Cell placement:
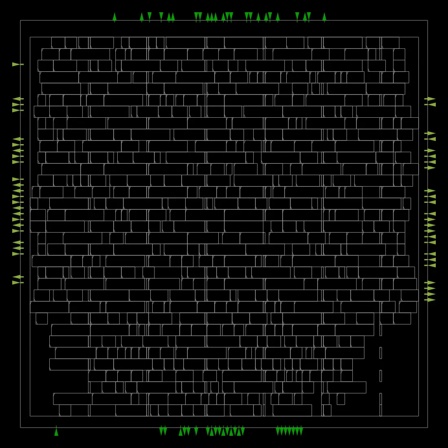
M2 wires:
Cells faint in the background.
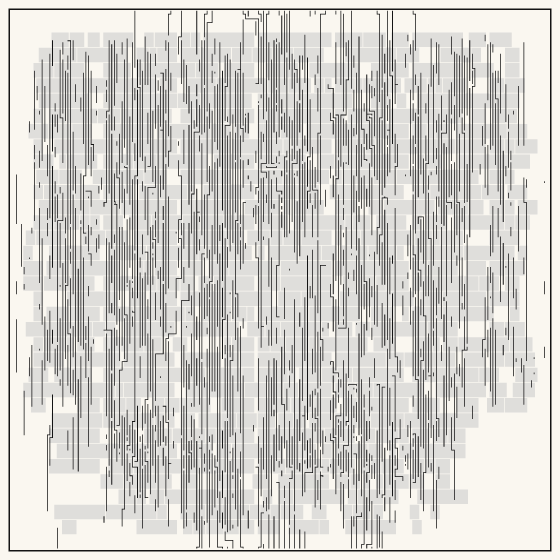
Nets reached from selected ports:
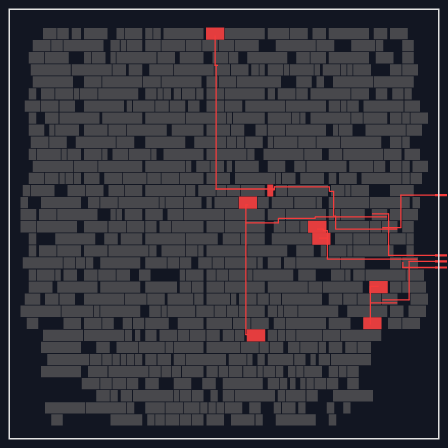
Metal 3:
The bar under the picture is 20 um long.
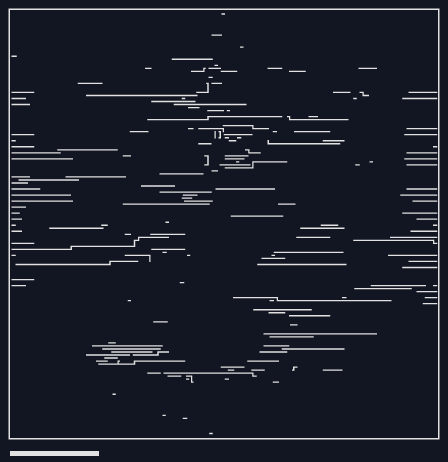
### config.mk
export PLATFORM = sky130hd
export DESIGN_NAME = pipe_stage_skid
export DESIGN_NICKNAME = d
export VERILOG_FILES = /design/src/rtl/pipe_pkg.sv /design/src/rtl/sat_counter.sv /design/src/rtl/pipe_stage_skid.sv
export SDC_FILE = /design/constraint.sdc
export NUM_CORES = 1
export LEC_CHECK = 0
export ABC_CLOCK_PERIOD_IN_PS = 2000
export CORE_MARGIN = 2
export CORE_UTILIZATION = 51
export CTS_BUF_LIST = sky130_fd_sc_hd__clkbuf_4 sky130_fd_sc_hd__clkbuf_8 sky130_fd_sc_hd__clkbuf_16
export DETAILED_ROUTE_END_ITERATION = 7
export PLACE_DENSITY = 0.85
export SYNTH_ARGS = -nofsm -noshare
export SYNTH_HDL_FRONTEND = slang
export SYNTH_SLANG_ARGS = --single-unit
### constraint.sdc
create_clock -name clk_i -period 2 [get_ports clk_i]
set_input_delay 0.2 -clock clk_i [delete_from_list [all_inputs] [get_ports clk_i]]
set_output_delay 0.2 -clock clk_i [all_outputs]
set_load 0.005 [all_outputs]
### src/rtl/pipe_pkg.sv
// Shared pipeline definitions: stage-register state encoding and
// control-bundle field positions used by every stage boundary.
package pipe_pkg;

    typedef enum logic [1:0] {
        EMPTY   = 2'd0,
        FULL    = 2'd1,
        SKIDDED = 2'd2
    } state_e;

    // A zero control bundle is a bubble: no write-back, no memory access.
    localparam logic CTRL_NOP = 1'b0;

    // WB pair.
    localparam int CTRL_REG_WRITE  = 3;
    localparam int CTRL_MEM_TO_REG = 2;

    // MEM pair.
    localparam int CTRL_MEM_READ  = 1;
    localparam int CTRL_MEM_WRITE = 0;

endpackage

### src/rtl/sat_counter.sv
// Saturating up-counter for performance events; holds at all-ones
// and is cleared only by reset.
module sat_counter #(
    parameter int CNT_W = 16
) (
    input  logic             clk_i,
    input  logic             rst_i,
    input  logic             inc_i,
    output logic [CNT_W-1:0] cnt_o
);

    logic [CNT_W-1:0] cnt_q;
    logic [CNT_W-1:0] cnt_d;

    // Step by one on each event unless already at the ceiling.
    always_comb begin
        cnt_d = cnt_q;
        if (inc_i && (cnt_q != {CNT_W{1'b1}})) begin
            cnt_d = cnt_q + 1'b1;
        end
    end

    // Falling-edge update to match the pipeline latch timing.
    always_ff @(negedge clk_i or negedge rst_i) begin
        if (!rst_i) begin
            cnt_q <= '0;
        end else begin
            cnt_q <= cnt_d;
        end
    end

    assign cnt_o = cnt_q;

endmodule

### src/rtl/pipe_stage_skid.sv
// Inter-stage pipeline register with valid/ready handshake, optional
// one-entry skid buffer, flush-to-bubble and a stall-cycle counter.
module pipe_stage_skid
    import pipe_pkg::*;
#(
    parameter int DATA_W = 32,
    parameter int CTRL_W = 4,
    parameter int SKID   = 1,
    parameter int CNT_W  = 16
) (
    input  logic              clk_i,
    input  logic              rst_i,
    input  logic              valid_i,
    output logic              ready_o,
    input  logic [DATA_W-1:0] data_i,
    input  logic [CTRL_W-1:0] ctrl_i,
    input  logic              stall_i,
    input  logic              flush_i,
    output logic              valid_o,
    input  logic              out_ready_i,
    output logic [DATA_W-1:0] data_o,
    output logic [CTRL_W-1:0] ctrl_o,
    output logic [CNT_W-1:0]  stall_cnt_o
);

    state_e            state_q, state_d;
    logic [DATA_W-1:0] main_data_q, main_data_d;
    logic [CTRL_W-1:0] main_ctrl_q, main_ctrl_d;
    logic [DATA_W-1:0] skid_data_q, skid_data_d;
    logic [CTRL_W-1:0] skid_ctrl_q, skid_ctrl_d;
    logic              ready_q, ready_d;
    logic              in_fire;
    logic              out_fire;

    assign valid_o  = (state_q != EMPTY);
    assign out_fire = valid_o & out_ready_i & ~stall_i;
    assign in_fire  = valid_i & ready_o;
    assign ready_o  = (SKID != 0) ? ready_q : (~valid_o | out_fire);
    assign data_o   = main_data_q;
    assign ctrl_o   = valid_o ? main_ctrl_q : {CTRL_W{CTRL_NOP}};

    // Next-state: flush first, then the main/skid occupancy transitions.
    always_comb begin
        state_d     = state_q;
        main_data_d = main_data_q;
        main_ctrl_d = main_ctrl_q;
        skid_data_d = skid_data_q;
        skid_ctrl_d = skid_ctrl_q;
        if (flush_i) begin
            state_d     = EMPTY;
            skid_data_d = '0;
            skid_ctrl_d = '0;
        end else begin
            unique case (state_q)
                EMPTY: begin
                    if (in_fire) begin
                        main_data_d = data_i;
                        main_ctrl_d = ctrl_i;
                        state_d     = FULL;
                    end
                end
                FULL: begin
                    if (in_fire && out_fire) begin
                        main_data_d = data_i;
                        main_ctrl_d = ctrl_i;
                    end else if (in_fire && (SKID != 0)) begin
                        skid_data_d = data_i;
                        skid_ctrl_d = ctrl_i;
                        state_d     = SKIDDED;
                    end else if (out_fire) begin
                        state_d = EMPTY;
                    end
                end
                SKIDDED: begin
                    if (out_fire) begin
                        main_data_d = skid_data_q;
                        main_ctrl_d = skid_ctrl_q;
                        state_d     = FULL;
                    end
                end
                default: begin
                    state_d = EMPTY;
                end
            endcase
        end
        ready_d = (state_d != SKIDDED);
    end

    // State and entry registers, updated on the falling edge.
    always_ff @(negedge clk_i or negedge rst_i) begin
        if (!rst_i) begin
            state_q     <= EMPTY;
            main_data_q <= '0;
            main_ctrl_q <= '0;
            skid_data_q <= '0;
            skid_ctrl_q <= '0;
            ready_q     <= 1'b1;
        end else begin
            state_q     <= state_d;
            main_data_q <= main_data_d;
            main_ctrl_q <= main_ctrl_d;
            skid_data_q <= skid_data_d;
            skid_ctrl_q <= skid_ctrl_d;
            ready_q     <= ready_d;
        end
    end

    sat_counter #(
        .CNT_W (CNT_W)
    ) u_stall_cnt (
        .clk_i (clk_i),
        .rst_i (rst_i),
        .inc_i (valid_o & ~out_fire),
        .cnt_o (stall_cnt_o)
    );

endmodule

==> notes.md <==
Status on the layout run. In this run the cell area of the synthesized design comes to 0.004358 sq mm. The final reports fail on negative setup slack. Yosys synthesis warning count landed at 0. The slew check shows that the tightest pin keeps a relative margin of 0.6696. Top fanout value on the critical path landed at 3. Number of nets in the synthesized netlist landed at 418.

In the per-layer summary, the met1 wirelength comes to 5774 um. According to the timing report, the critical path is launched from state_q[1]$_DFF_NN0_. The worst setup path is launched from a flip-flop. In this run, the synthesized area fraction spent on AND-OR/OR-AND gates is recorded as 0.06517. Detail-routed net length per standard cell landed at 23.16 um.

Mean instance size in the synthesized netlist landed at 11.62 sq um. Combined buffer and inverter count along the critical path landed at 3. Looking at the clock tree report, the maximum root-to-sink buffer count equals 2. The run finished, with violations left. Worst slack after detailed placement landed at -1.104 ns. At the later pin of the worst-skew pair, clock insertion delay measures 0.43 ns. Die area landed at 0.009301 sq mm. The power report lists the sequential group at 2.35 mW. The run reported a max-capacitance violation count of 0. Setup slack on the critical path of the routed design comes to -0.5043 ns. Number of max-slew violations in the final report landed at 0. In the final design database the tool counted 608 nets.

Count of final setup violators landed at 113. The critical path is of the flip-flop to output port type. The number of antenna diodes in the final layout is 0. Post-route standard cell area excluding fillers landed at 0.006852 sq mm. The final layout report lists a non-clock inverter count of 2. Fraction of power consumed by sequential logic landed at 0.420. Leakage power total landed at 3.254 nW.
Notes on 'cell placement' above:
share of cell area taken by flip-flops and latches: 0.3325
tapcell count: 105
core footprint: 0.008258 sq mm

Notes on 'M2 wires' above:
nets with wire on the layer: 574
share of all routed wire: 51%
wire length on this layer: 7990 um
longest straight run: 40.5 um

Notes on 'nets reached from selected ports' above:
[ctrl_i] red | bits: 4 | direction: input | edge: right | end cells: 8 | buffers: 4 | wire: 270 um
number of top-level pins: 96
number of buffers inserted by port buffering: 95

Notes on 'metal 3' above:
longest straight run: 25.5 um
wire length on this layer: 1110 um
nets with wire on the layer: 128
main direction: horizontal
share of all routed wire: 7.1%
via count: 4017
drt total wl: 15640 um
GR Util met3: 0.04810

Power figures rest on the tool's default switching activity, not on a simulated workload.
